### src/rtl/gb_bus_pkg.sv
// Shared types and address-map constants for the Game Boy cartridge bus master.
package gb_bus_pkg;

  typedef enum logic [1:0] {
    IDLE   = 2'd0,
    SETUP  = 2'd1,
    STROBE = 2'd2,
    HOLD   = 2'd3
  } gb_bus_state_e;

  localparam logic [15:0] BANK_SEL_LO = 16'h2000;
  localparam logic [15:0] BANK_SEL_HI = 16'h3FFF;
  localparam logic [15:0] XRAM_LO     = 16'hA000;
  localparam logic [15:0] XRAM_HI     = 16'hBFFF;

  typedef struct packed {
    logic        write;
    logic [15:0] addr;
    logic [7:0]  wdata;
  } gb_bus_req_t;

  function automatic logic addr_in_range(input logic [15:0] addr,
                                         input logic [15:0] lo,
                                         input logic [15:0] hi);
    return (addr >= lo) && (addr <= hi);
  endfunction

endpackage

### src/rtl/gb_bus_phase_timer.sv
// Loadable 8-bit down-counter timing one bus phase; done is high in the
// final cycle of the phase (load with phase_length - 1 on phase entry).
module gb_bus_phase_timer (
  input  logic       clk,
  input  logic       rst,
  input  logic       load,
  input  logic [7:0] value,
  output logic       done
);

  logic [7:0] cnt;

  always_ff @(posedge clk) begin
    if (rst) begin
      cnt <= '0;
    end else if (load) begin
      cnt <= value;
    end else if (cnt != 8'd0) begin
      cnt <= cnt - 8'd1;
    end
  end

  assign done = (cnt == 8'd0);

endmodule

### src/rtl/gb_cart_bus_master.sv
// Console-side Game Boy cartridge bus initiator: SETUP/STROBE/HOLD cycles per request.
// Optional macro BANK_SEL_CACHE_EN skips repeated identical ROM-bank-select writes.
import gb_bus_pkg::*;

module gb_cart_bus_master #(
  parameter int unsigned SETUP_CYCLES  = 2,
  parameter int unsigned STROBE_CYCLES = 3,
  parameter int unsigned HOLD_CYCLES   = 1
) (
  input  logic        clk,
  input  logic        rst,
  input  logic        req_valid,
  output logic        req_ready,
  input  logic        req_write,
  input  logic [15:0] req_addr,
  input  logic [7:0]  req_wdata,
  output logic        rsp_valid,
  output logic [7:0]  rsp_rdata,
  output logic [15:0] bus_addr,
  output logic        bus_rd_n,
  output logic        bus_wr_n,
  output logic        bus_cs_n,
  output logic [7:0]  bus_data_out,
  output logic        bus_data_oe,
  input  logic [7:0]  bus_data_in
);

  localparam logic [7:0] SETUP_M1  = 8'(SETUP_CYCLES - 1);
  localparam logic [7:0] STROBE_M1 = 8'(STROBE_CYCLES - 1);
  localparam logic [7:0] HOLD_M1   = 8'(HOLD_CYCLES - 1);

  gb_bus_state_e state, state_nxt;
  gb_bus_req_t   req_in, req_q, req_cur;
  logic          accept, cache_hit, hit_q;
  logic          tmr_load, tmr_done;
  logic [7:0]    tmr_value;
  logic [7:0]    rd_cap;

  logic [15:0]   addr_d;
  logic          rd_n_d, wr_n_d, cs_n_d, oe_d, rsp_d, rsp_load;
  logic [7:0]    dout_d, rdata_d;

  assign req_in  = {req_write, req_addr, req_wdata};
  assign accept  = req_valid && req_ready;
  assign req_cur = accept ? req_in : req_q;

  gb_bus_phase_timer u_timer (
    .clk   (clk),
    .rst   (rst),
    .load  (tmr_load),
    .value (tmr_value),
    .done  (tmr_done)
  );

`ifdef BANK_SEL_CACHE_EN
  logic [4:0] bank_cache;
  logic       bank_valid;
  logic       bank_wr;

  assign bank_wr   = accept && req_write && addr_in_range(req_addr, BANK_SEL_LO, BANK_SEL_HI);
  assign cache_hit = bank_wr && bank_valid && (req_wdata[4:0] == bank_cache);

  always_ff @(posedge clk) begin
    if (rst) begin
      bank_cache <= '0;
      bank_valid <= 1'b0;
      hit_q      <= 1'b0;
    end else begin
      hit_q <= cache_hit;
      if (bank_wr && !cache_hit) begin
        bank_cache <= req_wdata[4:0];
        bank_valid <= 1'b1;
      end
    end
  end
`else
  assign cache_hit = 1'b0;
  assign hit_q     = 1'b0;
`endif

  // A cache hit completes IDLE -> IDLE, so ready drops for its response cycle.
  assign req_ready = (state == IDLE) && !hit_q;

  always_ff @(posedge clk) begin
    if (rst) begin
      state <= IDLE;
    end else begin
      state <= state_nxt;
    end
  end

  always_comb begin
    state_nxt = state;
    tmr_load  = 1'b0;
    tmr_value = '0;
    case (state)
      IDLE: begin
        if (accept && !cache_hit) begin
          state_nxt = SETUP;
          tmr_load  = 1'b1;
          tmr_value = SETUP_M1;
        end
      end
      SETUP: begin
        if (tmr_done) begin
          state_nxt = STROBE;
          tmr_load  = 1'b1;
          tmr_value = STROBE_M1;
        end
      end
      STROBE: begin
        if (tmr_done) begin
          state_nxt = HOLD;
          tmr_load  = 1'b1;
          tmr_value = HOLD_M1;
        end
      end
      HOLD: begin
        if (tmr_done) begin
          state_nxt = IDLE;
        end
      end
      default: state_nxt = IDLE;
    endcase
  end

  // Bus values are derived from the upcoming state and then registered.
  always_comb begin
    addr_d   = '0;
    rd_n_d   = 1'b1;
    wr_n_d   = 1'b1;
    cs_n_d   = 1'b1;
    oe_d     = 1'b0;
    dout_d   = '0;
    rsp_d    = 1'b0;
    rsp_load = 1'b0;
    rdata_d  = '0;
    if (state_nxt != IDLE) begin
      addr_d = req_cur.addr;
      cs_n_d = !addr_in_range(req_cur.addr, XRAM_LO, XRAM_HI);
      oe_d   = req_cur.write;
      dout_d = req_cur.write ? req_cur.wdata : 8'h00;
      if (state_nxt == STROBE) begin
        rd_n_d = req_cur.write;
        wr_n_d = !req_cur.write;
      end
    end
    if (state == HOLD && tmr_done) begin
      rsp_d    = 1'b1;
      rsp_load = 1'b1;
      rdata_d  = req_q.write ? 8'h00 : rd_cap;
    end else if (cache_hit) begin
      rsp_d    = 1'b1;
      rsp_load = 1'b1;
      rdata_d  = 8'h00;
    end
  end

  always_ff @(posedge clk) begin
    if (rst) begin
      req_q        <= '0;
      rd_cap       <= '0;
      bus_addr     <= '0;
      bus_rd_n     <= 1'b1;
      bus_wr_n     <= 1'b1;
      bus_cs_n     <= 1'b1;
      bus_data_oe  <= 1'b0;
      bus_data_out <= '0;
      rsp_valid    <= 1'b0;
      rsp_rdata    <= '0;
    end else begin
      if (accept) begin
        req_q <= req_in;
      end
      // Cartridge data is captured only on the edge that ends the read strobe.
      if (state == STROBE && tmr_done && !req_q.write) begin
        rd_cap <= bus_data_in;
      end
      bus_addr     <= addr_d;
      bus_rd_n     <= rd_n_d;
      bus_wr_n     <= wr_n_d;
      bus_cs_n     <= cs_n_d;
      bus_data_oe  <= oe_d;
      bus_data_out <= dout_d;
      rsp_valid    <= rsp_d;
      if (rsp_load) begin
        rsp_rdata <= rdata_d;
      end
    end
  end

endmodule

### config.mk
export PLATFORM = sky130hd
export DESIGN_NAME = gb_cart_bus_master
export DESIGN_NICKNAME = d
export VERILOG_FILES = /design/src/rtl/gb_bus_pkg.sv /design/src/rtl/gb_bus_phase_timer.sv /design/src/rtl/gb_cart_bus_master.sv
export SDC_FILE = /design/constraint.sdc
export NUM_CORES = 1
export LEC_CHECK = 0
export CAP_MARGIN = 20
export CORE_MARGIN = 3
export CORE_UTILIZATION = 46
export DETAILED_ROUTE_END_ITERATION = 10
export HOLD_SLACK_MARGIN = 0.05
export PLACE_DENSITY = 0.72
export RECOVER_POWER = 25
export SETUP_SLACK_MARGIN = 0.05
export SYNTH_ARGS = -nofsm -noshare
export SYNTH_HDL_FRONTEND = slang
export SYNTH_SLANG_ARGS = --single-unit
### constraint.sdc
create_clock -name clk -period 4.5 [get_ports clk]
set_input_delay 0.45 -clock clk [delete_from_list [all_inputs] [get_ports clk]]
set_output_delay 0.45 -clock clk [all_outputs]
set_load 0.05 [all_outputs]
==> results.cfg, run 1 <==
; physical design summary
[status]
status = finished clean

[min_path]
hp-class = reg2reg

[final_layout]
antenna_cells = 0

[sta]
hold_viol = 0
setup_viol = 0
rsz0062_at_grt = no
worst_slew_margin_rel_pct = 31.2
min_period_ns = 2.88

[synth]
async_flop_share_pct = 0
yosysTopAreaCell = dfxtp_1
numSynthFlops = 80
avgSynthCellArea_um2 = 10.3
ys_types = 42

[clock_network]
clk_pin_slew_worst_paths_ns = 0.08

[worst_setup_path]
start_kind = flip-flop
crit_path_end_kind = flip-flop
crit_required_ns = 4.71

[route]
wl_per_cell_um = 13.9

[power_and_ir_drop]
combPwrFrac_pct = 41.6
pwr-share-seq_pct = 37.0
## run 1: cell usage in the layout (no fill, tap or decap), types with 3 or more instances in the layout
cell | netlist | layout
nand3_1 | 5 | 5
nand2_1 | 11 | 10
xor2_1 | 5 | 5
dfxtp_1 | 80 | 80
or3b_2 | 9 | 9
clkdlybuf4s50_1 | 0 | 44
a211oi_1 | 5 | 5
dlygate4sd3_1 | 0 | 28
clkbuf_8 | 0 | 11
inv_1 | 6 | 6
a211oi_2 | 3 | 3
nor2_1 | 47 | 47
o211ai_1 | 4 | 4
mux2i_1 | 33 | 33
a21oi_1 | 30 | 30
o21ai_0 | 4 | 4
ha_1 | 8 | 8
## run 1: worst max-delay path, delay by kind of cell (launching register included)
family / cells / cell delay [ns]
buffers and inverters: 2 / 0.34
flip-flops: 1 / 0.35
AND-OR/OR-AND: 3 / 1.06
AND/OR/NAND/NOR: 1 / 0.84
adder cells (fa/ha/maj): 1 / 0.16
## run 1: metrics by stage
step | cell area, um^2 | std cells | hold WS [ns]
finish | 3950 | 439 | 0.452
global route | 3950 | 439 | 0.484
CTS | 3940 | 437 | 0.464
detailed placement | 3730 | 422 | 0.447
global placement | 3730 | 422 | 0.441
floorplan | 3010 | 291 | 0.445
## run 1: cell type report
cell class                      instances  area, um^2
Clock buffer                           11         151
Clock inverter                          4        52.6
Fill cell                             525        2180
Inverter                                6        22.5
Multi-Input combinational cell        188        1290
Sequential cell                        80        1600
Tap cell                               75        93.8
Timing Repair Buffer                   75         744
## run 1: kinds of logic after synthesis
kind of cell	after synthesis	share of synthesized area, %
AND-OR/OR-AND	56	11.9
multiplexers	33	11.0
XOR/XNOR	6	1.74
buffers and inverters	23	4.03
flip-flops	80	53.2
adder cells (fa/ha/maj)	8	3.32
AND/OR/NAND/NOR	85	14.8
## run 1: state kept, by name (all words and copies together), names as in the netlist
name	count
rd_cap	8
rsp_rdata	8
bus_data_oe	1
state	2
req_q	25
u_timer.cnt	8
bus_wr_n	1
bus_cs_n	1
bus_data_out	8
rsp_valid	1
bus_rd_n	1
bus_addr	16
## run 1: path summary, 6_finish.rpt
kind	endpoint	from	cells past startpoint
worst min-delay path	rsp_rdata[1]$_SDFFE_PP0P_	rsp_rdata[1]$_SDFFE_PP0P_	2
worst max-delay path	bus_cs_n$_SDFF_PP1_	u_timer.cnt[0]$_SDFFE_PP0P_	7
worst min register to register	rsp_rdata[1]$_SDFFE_PP0P_	rsp_rdata[1]$_SDFFE_PP0P_	2
worst max register to register	bus_cs_n$_SDFF_PP1_	u_timer.cnt[0]$_SDFFE_PP0P_	7
## run 1: routing by layer
metal	vias to the layer above	routed length [um]	track usage (%)	part of all wire [%]
li1	1141	-	-	-
met1	1020	2910	22.5	48
met2	50	2870	27.8	47
met3	4	270	5.39	4.4
met4	0	58	6.37	0.95
met5	-	0	0	0
## run 1: synth_stat cells (all sizes together) (2+ instances only)
library cell / instances
a211oi: 8
a21oi: 30
buf: 9
clkbuf: 8
dfxtp: 80
ha: 8
inv: 6
mux2i: 33
nand2: 11
nand3: 6
nor2: 47
nor3b: 2
o211ai: 5
o21a: 2
o21ai: 5
or3: 2
or3b: 9
xor2: 5
Fig. 1: run 1, routing congestion
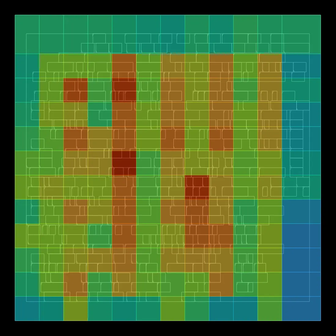
final core occ: 64.5%
met2 Use GR: 27.8%
met3 usage: 5.39%

Fig. 2: run 1, clock network drawn from the DEF
Scale: 6 px per um.
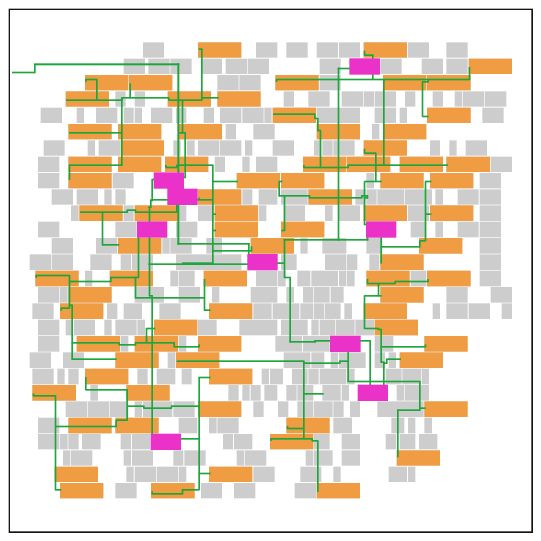
clock wires: marked green, length 921 um. cells driving clock nets: marked magenta, count 9. flip-flops: marked orange, count 80.
Position of the flops: all over the die. There are 10 routed clock nets.
Setup Skew: 0.0137 ns
Clk pwr share: 21.5%
Clk. pwr: 0.537 mW

Fig. 3: run 1, PDN straps and rails
Scale: 4 px per um. Pins as bars on the die edge.
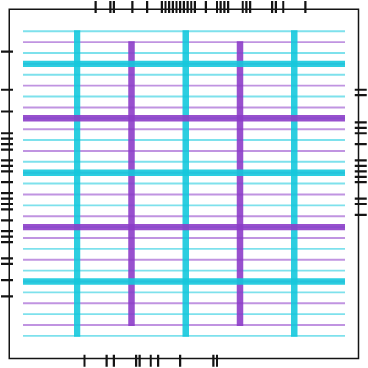
VSS: marked cyan. VDD: marked purple.
74 signal pins sit on the boundary. 29 met1 rails follow the rows. 5 straps on met4. The core has 28 rows.
die height: 86.9 um
Peak VDD IR: 0.362 mV
core area: 0.00613 mm^2

--- run 2 (diff from run 1) ---
- clock period: 4.5 -> 3 ns (I/O delays scaled with it)
Fig. 4: run 2, clock network drawn from the DEF
Scale: 6 px per um.
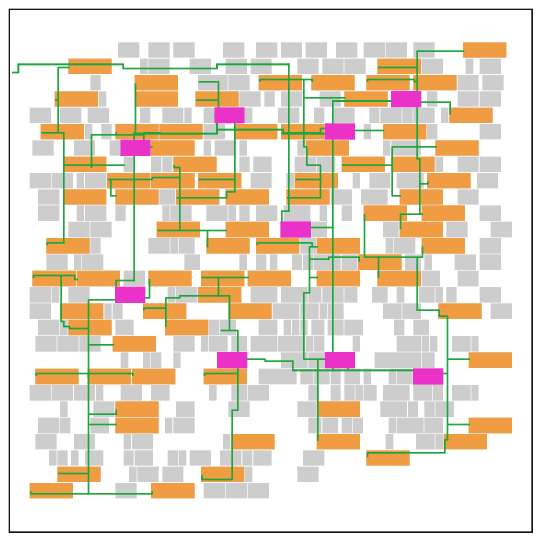
flip-flops: marked orange, count 80. clock wires: marked green, length 920 um. cells driving clock nets: marked magenta, count 9.
There are 10 routed clock nets.
Clk. pwr: 0.739 mW
Worst-Skew Late Latency: 0.35 ns
Clk pwr share: 19.9%
Setup Skew: 0.00924 ns

Fig. 5: run 2, sequential cells coloured by netlist name
Scale: 6 px per um. Other sequential cells in the stronger grey, the rest of the logic in the fainter grey.
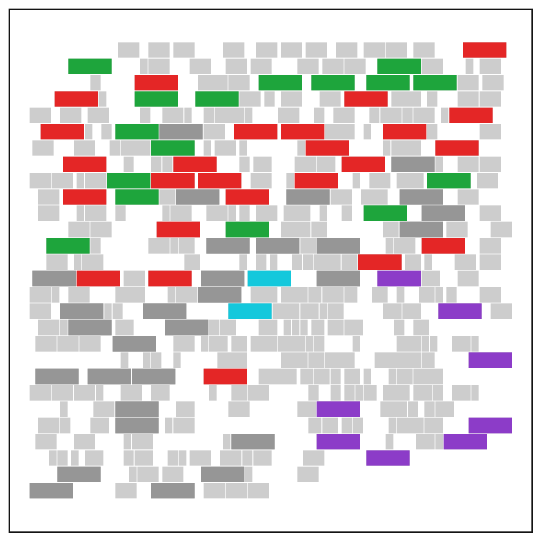
`bus_addr`: marked green, flops 16. `state`: marked cyan, flops 2. `req_q`: marked red, flops 25. `u_timer.cnt`: marked purple, flops 8, where lower right.
fraction of area in registers: 40.3%
FF/Latch Area: 0.00160 mm^2
P_seq: 1.39 mW
final core occ: 64.8%

==> results.cfg, run 2 <==
; physical design summary
[status]
status = finished clean

[min_path]
worstHoldPathCells = 2
hp-start = rsp_rdata[1]$_SDFFE_PP0P_
hp-class = reg2reg
hold_path_end = rsp_rdata[1]$_SDFFE_PP0P_

[grt]
grtUsageMet3_pct = 5.58
met1_usage_pct = 23.2

[worst_setup_path]
crit_path_end_kind = flip-flop
reg2reg_to = bus_cs_n$_SDFF_PP1_
start_kind = flip-flop
rr_worst_depth = 7

[final_layout]
nFillCells = 515
largest_reg_flops = 25
reg_top3 = req_q: 25 flops, bus_addr: 16 flops

[sta]
worst_slew_margin_rel_pct = 31.7
setup_viol = 0

[synth]
yosys.area_share.aoi_pct = 11.9
ys_types = 42
yosysTopAreaCell = dfxtp_1

[die]
die_height_um = 86.9
==> run 2: worst max-delay path, stage by stage (launching register included) <==
cell,delay [ns]
dfxtp_1,0.41
inv_1,0.13
ha_1,0.27
or2_2,0.33
o211ai_1,0.18
a221o_1,0.85
inv_1,0.21
o21ai_0,0.20
==> run 2: area by class of cell <==
class	count	area share, %
flip-flops and latches	80	40.3
multi-input cells	188	32.5
repair buffers	79	19.4
clock buffers	11	3.81
well taps	75	2.36
clock inverters	5	0.977
inverters	6	0.567
==> run 2: worst max path at each step <==
stage / from / to / depth (start not counted)
final: state[0]$_SDFF_PP0_ / bus_cs_n$_SDFF_PP1_ / 7
after global routing: state[1]$_SDFF_PP0_ / bus_cs_n$_SDFF_PP1_ / 7
after CTS: state[0]$_SDFF_PP0_ / bus_cs_n$_SDFF_PP1_ / 7
after detailed placement: u_timer.cnt[0]$_SDFFE_PP0P_ / bus_cs_n$_SDFF_PP1_ / 7
after global placement: u_timer.cnt[0]$_SDFFE_PP0P_ / bus_cs_n$_SDFF_PP1_ / 7
after floorplan: state[0]$_SDFF_PP0_ / bus_data_out[6]$_SDFF_PP0_ / 7
==> run 2: logic make-up after synthesis <==
kind of cell             count (synthesis)
AND/OR/NAND/NOR                         85
flip-flops                              80
AND-OR/OR-AND                           56
multiplexers                            33
buffers and inverters                   23
adder cells (fa/ha/maj)                  8
XOR/XNOR                                 6
==> run 2: metrics by stage <==
step / setup slack [ns] / std cells / total power, mW / instance area (um^2) / utilization, %
6_report: 0.347 / 444 / 3.71 / 3970 / 64.8
5_1_grt: 0.0958 / 444 / 3.94 / 3970 / 64.8
4_1_cts: 0.356 / 444 / 3.79 / 3970 / 64.8
3_5_place_dp: 0.391 / 428 / 3.04 / 3780 / 61.7
3_3_place_gp: 0.464 / 428 / 3.02 / 3780 / 61.7
2_1_floorplan: 0.711 / 291 / 2.61 / 3010 / -
==> run 2: per-layer routing <==
| layer | up-vias | share of wire [%] |
|---|---|---|
| met5 | - | 0 |
| met4 | 0 | 1.5 |
| met3 | 9 | 5.3 |
| met2 | 52 | 47 |
| met1 | 1047 | 46 |
| li1 | 1148 | - |
==> run 2: where the power goes <==
group          internal [mW]  total (mW)  switching [mW]
Sequential              1.27        1.39           0.114
Clock                  0.350       0.739           0.389
Combinational          0.565        1.58            1.02
Total                   2.19        3.71            1.52
--- run 3 (diff from run 2) ---
- SETUP_SLACK_MARGIN: 0.05 -> 0.5
Fig. 6: run 3, PDN straps and rails
Scale: 4 px per um. Pins as bars on the die edge.
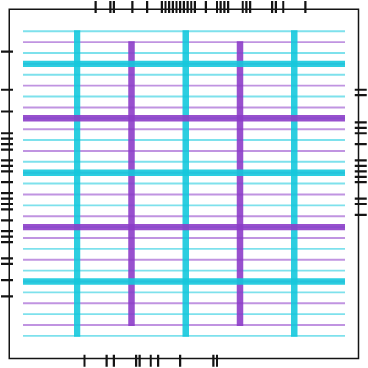
VSS: marked cyan. VDD: marked purple.
The core has 28 rows. 29 met1 rails follow the rows. 5 straps on met4. 74 signal pins sit on the boundary.
Peak VDD IR: 0.565 mV
Die W: 86.9 um

Fig. 7: run 3, clock network drawn from the DEF
Scale: 6 px per um.
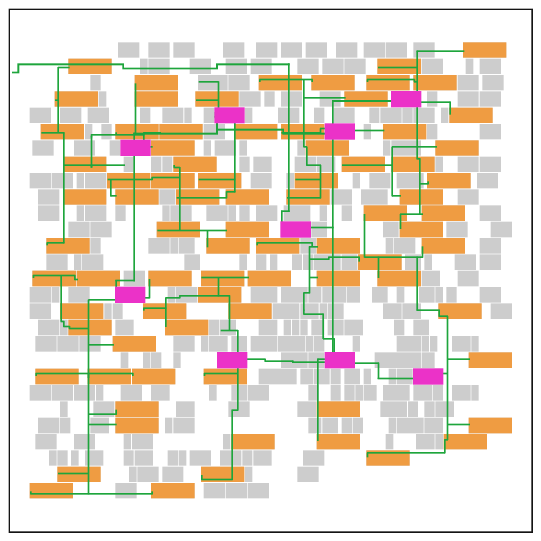
cells driving clock nets: marked magenta, count 9. flip-flops: marked orange, count 80. clock wires: marked green, length 926 um.
There are 10 routed clock nets.
Setup Skew: 0.00897 ns
Clk. pwr: 0.740 mW

==> results.cfg, run 3 <==
; physical design summary
[status]
status = finished clean

[final_layout]
nFillCells = 514
finish.utilization_pct = 64.8
antenna_cells = 0
fin_nets = 408
regMostFlops = req_q
final_cell_area_mm2 = 0.00397
largest_reg_flops = 25
reg_top3 = req_q: 25 flops, bus_addr: 16 flops

[power_and_ir_drop]
p_total_mw = 3.71
swShare_pct = 41.0
pwr-share-seq_pct = 37.4
power-per-cell-area_mw_per_mm2 = 935
power_frac_clock_pct = 19.9
combPwrFrac_pct = 42.7

[synth]
avgSynthCellArea_um2 = 10.3
ys_types = 42
area_leaders = dfxtp_1, mux2i_1, nor2_1

[worst_setup_path]
crit_required_ns = 3.22
path_buffers = 2
cp_slowest_cell = a221o_2
cp-startpoint = u_timer.cnt[0]$_SDFFE_PP0P_
crit_chain = inv_1, ha_1, nor3b_2, o211ai_1, a221o_2, inv_1, o21ai_0
cpPeakStageDelay_ns = 0.63
start_kind = flip-flop
crit_path_end_kind = flip-flop
cpMostUsedCell = inv_1
crit_family = AND-OR/OR-AND gates

[route]
wirelength_um = 6420
drc = 0
drt-initial-drc-count = 134

[min_path]
hp-class = reg2reg
hp-start = rsp_rdata[1]$_SDFFE_PP0P_

[sta]
worst_slew_margin_rel_pct = 60.2
hold_viol = 0
setup_viol = 0

[placed_design]
place_area_mm2 = 0.00378

[die]
rows = 28
## run 3: cell counts after synthesis
No cell type changed its count.
## run 3: path summary, 6_finish.rpt
| kind | cells after the start | endpoint | slack, ns |
|---|---|---|---|
| max reg2reg | 7 | bus_cs_n$_SDFF_PP1_ | 0.69 |
| min | 2 | rsp_rdata[1]$_SDFFE_PP0P_ | 0.46 |
| min reg2reg | 2 | rsp_rdata[1]$_SDFFE_PP0P_ | 0.46 |
| max | 7 | bus_cs_n$_SDFF_PP1_ | 0.69 |
## run 3: final cells by class
type | count | area (um^2) | share of cell area [%]
clock buffers | 11 | 151 | 3.81
well taps | 75 | 93.8 | 2.36
multi-input cells | 188 | 1290 | 32.5
clock inverters | 5 | 38.8 | 0.977
flip-flops and latches | 80 | 1600 | 40.3
repair buffers | 79 | 771 | 19.4
inverters | 6 | 22.5 | 0.567
## run 3: cells by family (layout without fill, tap and decap cells)
family | Yosys count | in the layout | share of synthesized area [%]
AOI/OAI and AO/OA | 56 | 56 | 11.9
xor gates and xnor gates | 6 | 6 | 1.74
adders and majority gates | 8 | 8 | 3.32
buffers and inverters | 23 | 101 | 4.03
DFF | 80 | 80 | 53.2
muxes | 33 | 33 | 11.0
and+or+nand+nor | 85 | 85 | 14.8
## run 3: timing repair
action	in CTS	in global routing
setup endpoints to repair	4	0
gates resized	1	0
setup buffers	0	0
endpoints found under the hold margin	0	0
hold buffers	0	0
## run 3: stage by stage
| step | std cells | worst slack (ns) | hold slack (ns) |
|---|---|---|---|
| final | 444 | 0.694 | 0.456 |
| after global routing | 444 | 0.512 | 0.479 |
| after detailed placement | 428 | 0.391 | 0.450 |
| after floorplan | 291 | 0.711 | 0.444 |
| after global placement | 428 | 0.464 | 0.440 |
| after CTS | 444 | 0.703 | 0.461 |
## run 3: worst reg2reg max path: stages, from the launching register on
cell,delay [ns]
dfxtp_1,0.34
inv_1,0.08
ha_1,0.15
nor3b_2,0.51
o211ai_1,0.18
a221o_2,0.63
inv_1,0.20
o21ai_0,0.10
## run 3: routing by layer
metal / track usage [%] / part of all wire, %
met5: 0 / 0
met4: 6.80 / 1.4
met3: 5.58 / 5.3
met2: 27.9 / 47
met1: 23.2 / 46
## run 3: power groups by stage
stage | Combinational, mW | Sequential [mW] | Clock, mW
floorplan | 0.856 | 1.75 | 0
global placement | 1.60 | 1.41 | 0
detailed placement | 1.62 | 1.42 | 0
CTS | 1.63 | 1.39 | 0.764
global route | 1.71 | 1.41 | 0.812
finish | 1.59 | 1.39 | 0.740
Power figures rest on the tool's default switching activity, not on a simulated workload.
